[config.mk]
export PLATFORM = sky130hd
export DESIGN_NAME = xm_mc_sequencer
export DESIGN_NICKNAME = d
export VERILOG_FILES = /design/src/rtl/xm_mc_sequencer.sv
export SDC_FILE = /design/constraint.sdc
export NUM_CORES = 1
export LEC_CHECK = 0
export CAP_MARGIN = 30
export CORE_MARGIN = 2
export CORE_UTILIZATION = 38
export DETAILED_ROUTE_END_ITERATION = 12
export PLACE_DENSITY = 0.86
export REMOVE_ABC_BUFFERS = 1
export SETUP_SLACK_MARGIN = 0.02
export SLEW_MARGIN = 0
export SYNTH_ARGS = -nofsm -noshare
export SYNTH_HDL_FRONTEND = slang
export SYNTH_SLANG_ARGS = --single-unit
[constraint.sdc]
create_clock -name clk_i -period 1.9 [get_ports clk_i]
set_input_delay 0.38 -clock clk_i [delete_from_list [all_inputs] [get_ports clk_i]]
set_output_delay 0.38 -clock clk_i [all_outputs]
set_load 0.02 [all_outputs]
[src/rtl/xm_mc_sequencer.sv]
// xm_mc_sequencer: multi-cycle control sequencer for the XM core.
// Walks fetch / decode / execute / memory / exception, drives datapath
// strobes and a req/ack memory handshake with a per-request timeout.
//
// state     | meaning
// ----------+-----------------------------------------------------------
// FETCH     | instruction read at PC (or IRQ entry when enabled)
// DECODE    | one-cycle dispatch on instClass_i
// ALU       | write ALU result and flags
// COND_BR   | conditional PC load from branch target
// LINK_BR   | PC load from branch target, old PC into LR
// LOAD      | data read at ALU address into regAdrA_i
// STORE     | data write of regB at ALU address
// TRAP      | software trap, enters exception sequence
// EXC_PSW   | push PSW at SP-2, clear interrupt enable
// EXC_PC    | push PC at SP-2
// EXC_VEC   | read handler address from vector table into PC
// HALT      | double fault, only reset leaves
module xm_mc_sequencer #(
  parameter int          WORD        = 16,
  parameter int          LR          = 5,
  parameter int          SP          = 6,
  parameter int          TMO_W       = 4,
  parameter int          MEM_TIMEOUT = 15,
  parameter logic [15:0] VEC_BASE    = 16'hFFC0
) (
  input  logic       clk_i,
  input  logic       arst_i,
  input  logic       memAck_i,
  input  logic       memErr_i,
  input  logic       irq_i,
  input  logic       irqEn_i,
  input  logic [2:0] instClass_i,
  input  logic       branchRes_i,
  input  logic       byteOp_i,
  input  logic [2:0] regAdrA_i,
  input  logic [2:0] regAdrB_i,
  output logic       memReq_o,
  output logic       memWr_o,
  output logic       memByte_o,
  output logic [1:0] memAdrSel_o,
  output logic [1:0] memDatSel_o,
  output logic       irWr_o,
  output logic       pcWr_o,
  output logic       regWr_o,
  output logic       flagsWr_o,
  output logic       spDec_o,
  output logic       clrIrqEn_o,
  output logic [1:0] pcSel_o,
  output logic [2:0] regWrAdr_o,
  output logic [1:0] regWrSrc_o,
  output logic [1:0] excCause_o,
  output logic       halted_o,
  output logic [3:0] state_o
);

  localparam logic [3:0] S_FETCH   = 4'd0;
  localparam logic [3:0] S_DECODE  = 4'd1;
  localparam logic [3:0] S_ALU     = 4'd2;
  localparam logic [3:0] S_CBR     = 4'd3;
  localparam logic [3:0] S_LBR     = 4'd4;
  localparam logic [3:0] S_LOAD    = 4'd5;
  localparam logic [3:0] S_STORE   = 4'd6;
  localparam logic [3:0] S_TRAP    = 4'd7;
  localparam logic [3:0] S_EXC_PSW = 4'd8;
  localparam logic [3:0] S_EXC_PC  = 4'd9;
  localparam logic [3:0] S_EXC_VEC = 4'd10;
  localparam logic [3:0] S_HALT    = 4'd11;

  localparam logic [1:0] C_IRQ   = 2'd0;
  localparam logic [1:0] C_BUS   = 2'd1;
  localparam logic [1:0] C_ILL   = 2'd2;
  localparam logic [1:0] C_TRAP  = 2'd3;

  logic [3:0]       state_q, state_d;
  logic [TMO_W-1:0] tmo_q, tmo_d;
  logic [1:0]       cause_q, cause_d;
  logic             halted_q;
  logic             abort_q;

  logic       irq_take;
  logic       mem_st, acc_wr, acc_byte;
  logic [1:0] adr_sel, dat_sel;
  logic       req, ack_ok, tmo_hit, bus_err;

  logic       ir_wr, pc_wr, reg_wr, flags_wr, sp_dec, clr_ie;
  logic [1:0] pc_sel, reg_src;
  logic [2:0] reg_adr;

  // IRQ is only considered before the fetch request goes out, never mid-wait.
  assign irq_take = (state_q == S_FETCH) && irq_i && irqEn_i && (tmo_q == '0);

  // Memory access attributes per state; held constant for the whole request.
  always_comb begin
    mem_st   = 1'b0;
    acc_wr   = 1'b0;
    acc_byte = 1'b0;
    adr_sel  = 2'd0;
    dat_sel  = 2'd0;
    case (state_q)
      S_FETCH:   begin mem_st = !irq_take; adr_sel = 2'd0; end
      S_LOAD:    begin mem_st = 1'b1; adr_sel = 2'd1; acc_byte = byteOp_i; end
      S_STORE:   begin mem_st = 1'b1; acc_wr = 1'b1; adr_sel = 2'd1; dat_sel = 2'd0;
                       acc_byte = byteOp_i; end
      S_EXC_PSW: begin mem_st = 1'b1; acc_wr = 1'b1; adr_sel = 2'd2; dat_sel = 2'd1; end
      S_EXC_PC:  begin mem_st = 1'b1; acc_wr = 1'b1; adr_sel = 2'd2; dat_sel = 2'd2; end
      S_EXC_VEC: begin mem_st = 1'b1; adr_sel = 2'd3; end
      default:   ;
    endcase
  end

  // The cycle after a timeout abort keeps the request low even if the next
  // state is itself a memory state, so the aborted transfer is visibly dropped.
  assign req     = mem_st && !abort_q;
  assign tmo_hit = req && !memAck_i && (tmo_q == TMO_W'(MEM_TIMEOUT));
  assign bus_err = (req && memAck_i && memErr_i) || tmo_hit;
  assign ack_ok  = req && memAck_i && !memErr_i;
  assign tmo_d   = (req && !memAck_i && !tmo_hit) ? tmo_q + TMO_W'(1) : '0;

  // Next-state, exception cause and Mealy datapath strobes.
  always_comb begin
    state_d  = state_q;
    cause_d  = cause_q;
    ir_wr    = 1'b0;
    pc_wr    = 1'b0;
    reg_wr   = 1'b0;
    flags_wr = 1'b0;
    sp_dec   = 1'b0;
    clr_ie   = 1'b0;
    pc_sel   = 2'd0;
    reg_adr  = regAdrA_i;
    reg_src  = 2'd0;
    case (state_q)
      S_FETCH: begin
        if (irq_take) begin
          state_d = S_EXC_PSW;
          cause_d = C_IRQ;
        end else if (ack_ok) begin
          ir_wr   = 1'b1;
          pc_wr   = 1'b1;
          pc_sel  = 2'd0;
          state_d = S_DECODE;
        end else if (bus_err) begin
          state_d = S_EXC_PSW;
          cause_d = C_BUS;
        end
      end
      S_DECODE: begin
        case (instClass_i)
          3'd0:    state_d = S_ALU;
          3'd1:    state_d = S_CBR;
          3'd2:    state_d = S_LBR;
          3'd3:    state_d = S_LOAD;
          3'd4:    state_d = S_STORE;
          3'd5:    state_d = S_TRAP;
          default: begin state_d = S_EXC_PSW; cause_d = C_ILL; end
        endcase
      end
      S_ALU: begin
        reg_wr   = 1'b1;
        flags_wr = 1'b1;
        reg_src  = 2'd0;
        state_d  = S_FETCH;
      end
      S_CBR: begin
        pc_sel  = 2'd1;
        pc_wr   = branchRes_i;
        state_d = S_FETCH;
      end
      S_LBR: begin
        pc_wr   = 1'b1;
        pc_sel  = 2'd1;
        reg_wr  = 1'b1;
        reg_adr = 3'(LR);
        reg_src = 2'd2;
        state_d = S_FETCH;
      end
      S_LOAD: begin
        if (ack_ok) begin
          reg_wr  = 1'b1;
          reg_src = 2'd1;
          state_d = S_FETCH;
        end else if (bus_err) begin
          state_d = S_EXC_PSW;
          cause_d = C_BUS;
        end
      end
      S_STORE: begin
        if (ack_ok) begin
          state_d = S_FETCH;
        end else if (bus_err) begin
          state_d = S_EXC_PSW;
          cause_d = C_BUS;
        end
      end
      S_TRAP: begin
        state_d = S_EXC_PSW;
        cause_d = C_TRAP;
      end
      S_EXC_PSW: begin
        if (ack_ok) begin
          sp_dec  = 1'b1;
          clr_ie  = 1'b1;
          state_d = S_EXC_PC;
        end else if (bus_err) begin
          state_d = S_HALT;
        end
      end
      S_EXC_PC: begin
        if (ack_ok) begin
          sp_dec  = 1'b1;
          state_d = S_EXC_VEC;
        end else if (bus_err) begin
          state_d = S_HALT;
        end
      end
      S_EXC_VEC: begin
        if (ack_ok) begin
          pc_wr   = 1'b1;
          pc_sel  = 2'd2;
          state_d = S_FETCH;
        end else if (bus_err) begin
          state_d = S_HALT;
        end
      end
      S_HALT:  state_d = S_HALT;
      default: state_d = S_FETCH;
    endcase
  end

  // State, timeout counter, abort flag, latched cause and halt flag.
  always_ff @(posedge clk_i) begin
    if (arst_i) begin
      state_q  <= S_FETCH;
      tmo_q    <= '0;
      cause_q  <= C_IRQ;
      halted_q <= 1'b0;
      abort_q  <= 1'b0;
    end else begin
      state_q  <= state_d;
      tmo_q    <= tmo_d;
      cause_q  <= cause_d;
      halted_q <= (state_d == S_HALT);
      abort_q  <= tmo_hit;
    end
  end

  assign memReq_o    = req & ~arst_i;
  assign memWr_o     = req & acc_wr & ~arst_i;
  assign memByte_o   = req & acc_byte & ~arst_i;
  assign memAdrSel_o = adr_sel;
  assign memDatSel_o = dat_sel;
  assign irWr_o      = ir_wr & ~arst_i;
  assign pcWr_o      = pc_wr & ~arst_i;
  assign regWr_o     = reg_wr & ~arst_i;
  assign flagsWr_o   = flags_wr & ~arst_i;
  assign spDec_o     = sp_dec & ~arst_i;
  assign clrIrqEn_o  = clr_ie & ~arst_i;
  assign pcSel_o     = pc_sel;
  assign regWrAdr_o  = reg_adr;
  assign regWrSrc_o  = reg_src;
  assign excCause_o  = cause_q;
  assign halted_o    = halted_q;
  assign state_o     = state_q;

  // Datapath width, SP index, vector base and port B address live in the
  // datapath; the sequencer only selects sources.
  logic unused_ok;
  assign unused_ok = (^{regAdrB_i, VEC_BASE}) ^ (WORD != 0) ^ (SP != 0);

endmodule

logic_types.png
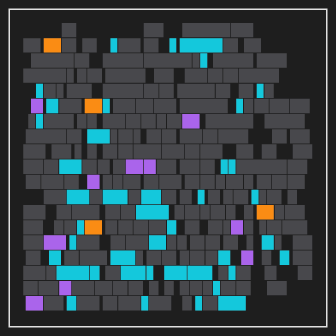
Key: AND and OR gates = purple [cells 10]; NOR gates = cyan [cells 41, most used nor2_1]; XOR/XNOR gates = orange [cells 4]
Commonest Layout Cell: sky130_fd_sc_hd__buf_4
logic gate fraction of the total cell area: 41.6%
number of standard cells in the final layout excluding fillers: 284

io_fan.png
Bar = 20 um.
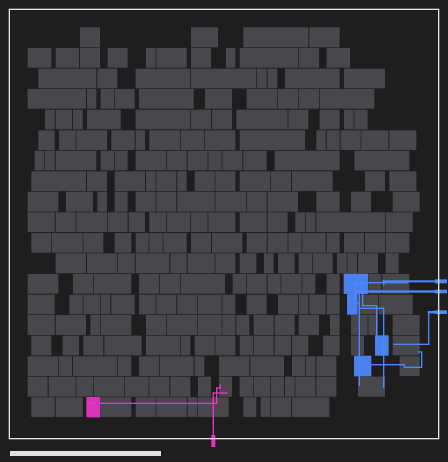
Key: `instClass_i` = blue [bits 3, direction input, end cells 4, buffers 4, wire 86.6 um]; `irWr_o` = magenta [bits 1, direction output, end cells 1, buffers 1, wire 27.3 um]

==> results.toml <==
# physical design summary
[power]
power.combinational.fraction_pct = 79.9
total_leakage_power_nw = 0.931

[timing]
timing.final.ws_setup_ps = -589
setup-violations-final = 14
holdWs_ps = 487
rsz0062_at_grt = "yes"
period_used_pct = 131
final.setup_skew_ps = 12.4
worst_pin_slew_ps = 389
fmax_mhz = 402
finalHoldViolations = 0

[setup_path]
max_stage_delay_ps = 370
critical_path.cell_chain = "nor4_4 -> o211ai_1 -> buf_4 -> a21oi_2 -> a21oi_1 -> nor3_1 -> buf_4"
cp_max_fo = 4
regToRegStartpoint = "tmo_q[0]$_SDFF_PP0_"
critical-path-top-cell-by-count = "sky130_fd_sc_hd__buf_4"

[finish]
seq_area_um2 = 258
clock_buffer_count = 3
final_nets = 274
n_sequential_cell = 12
area_share_clock_buf_inv_pct = 1.03
inv_count = 5
area.combinational_um2 = 913

[clock_network]
clock_sinks = 12
path_clk_slew_ps = 80
cts_inserted_buffers = 3
cts-root-buf = "sky130_fd_sc_hd__clkbuf_4"
cts_repair_resize_count = 132

[grt]
globalRouteOverflowTotal = 0
vias_in_the_first_global_route = 1394
number_of_antenna_violations_at_the_first_check_in_global_routing = 0

[synth]
cell_count_after_synthesis = 153
number_of_flip_flops_and_latches_in_the_synthesized_netlist = 12
synth.top_cell.area_share_pct = 22.8
count_of_library_flops_with_an_enable_pin = 0
synthDominantAreaCellType = "sky130_fd_sc_hd__dfxtp_1"

[die]
taps = 31
die-height_um = 56.7
fp.coreArea_um2 = 2690
floorplan.initialDensity_pct = 39.2
die_width_um = 56.7

[place]
place_worst_setup_slack_ps = -797
place_area_um2 = 1780
numPortBuffers = 40

[status]
violations = "setup timing"
run_status = "complete, but fails checks"

[job]
number_of_warnings_in_the_stage_logs = 31

[hold_path]
worst_hold_path.num_cells = 2

[drt]
detailed_route_iter0_violations = 70
number_of_remaining_drc_errors = 0
==> layer usage <==
| metal | global-route usage, % | wire, um | vias up |
|---|---|---|---|
| met1 | 28.3 | 1780 | 760 |
| met3 | 6.68 | 308 | 16 |
| met5 | 0 | 0 | - |
| met4 | 5.44 | 116 | 0 |
| met2 | 42.4 | 2380 | 88 |
| li1 | - | - | 756 |
==> power groups by stage <==
stage	logic, mW	clock network (mW)	registers, mW
3_5_place_dp	1.34	0	0.322
4_1_cts	1.59	0.158	0.339
6_report	2.02	0.156	0.353
5_1_grt	2.12	0.171	0.357
3_3_place_gp	1.32	0	0.321
2_1_floorplan	0.569	0	0.428
==> state kept, by name, indices dropped and copies added (netlist names) <==
name and flops:
abort_q 1, excCause_o 2, halted_o 1, state_o 4, tmo_q 4
==> worst reg2reg max path, stage by stage (launching register included) <==
cell and delay, ps:
sky130_fd_sc_hd__dfxtp_2 320, sky130_fd_sc_hd__inv_2 40, sky130_fd_sc_hd__ha_2 150, sky130_fd_sc_hd__nand4bb_1 140
sky130_fd_sc_hd__o211ai_1 300, sky130_fd_sc_hd__nand2_1 140, sky130_fd_sc_hd__buf_4 160, sky130_fd_sc_hd__buf_6 110
sky130_fd_sc_hd__buf_6 100, sky130_fd_sc_hd__buf_6 100, sky130_fd_sc_hd__a32oi_1 180, sky130_fd_sc_hd__a31oi_1 130
sky130_fd_sc_hd__nor3b_2 180
==> how the worst max path moves through the flow <==
stage	slack (ps)	start	cells past startpoint	to
finish	-590	state_o[0]$_SDFF_PP0_	7	pcWr_o
global route	-650	state_o[0]$_SDFF_PP0_	7	pcWr_o
CTS	-410	state_o[3]$_SDFF_PP0_	7	regWr_o
detailed placement	-800	irq_i	8	pcWr_o
global placement	-720	irq_i	8	pcWr_o
floorplan	-830	state_o[1]$_SDFF_PP0_	6	regWr_o
==> placed cells by master (no fill, tap or decap), types with 3 or more instances in the layout <==
master and instances:
sky130_fd_sc_hd__nand2_1 9, sky130_fd_sc_hd__a21oi_1 10, sky130_fd_sc_hd__clkbuf_4 3, sky130_fd_sc_hd__nor2b_1 4
sky130_fd_sc_hd__nor2_1 19, sky130_fd_sc_hd__buf_2 6, sky130_fd_sc_hd__buf_6 19, sky130_fd_sc_hd__o21ai_1 3
sky130_fd_sc_hd__nor2_4 4, sky130_fd_sc_hd__buf_4 58, sky130_fd_sc_hd__nand2b_1 3, sky130_fd_sc_hd__o21ai_0 8
sky130_fd_sc_hd__nor3_1 4, sky130_fd_sc_hd__dfxtp_1 6, sky130_fd_sc_hd__dfxtp_4 4, sky130_fd_sc_hd__nand3_1 4
sky130_fd_sc_hd__clkdlybuf4s50_1 17, sky130_fd_sc_hd__a31oi_1 5
==> cell families (layout without fill, tap and decap cells) <==
logic type	after synthesis	after routing	share of synthesized area, %
XOR/XNOR	4	4	3.33
adder cells (fa/ha/maj)	2	2	2.37
AND-OR/OR-AND	46	46	28.5
flip-flops	12	12	22.8
buffers and inverters	14	114	6.18
AND/OR/NAND/NOR	74	74	35.9
multiplexers	1	1	0.950
No activity file was given, so power comes from the tool's default toggle rates.
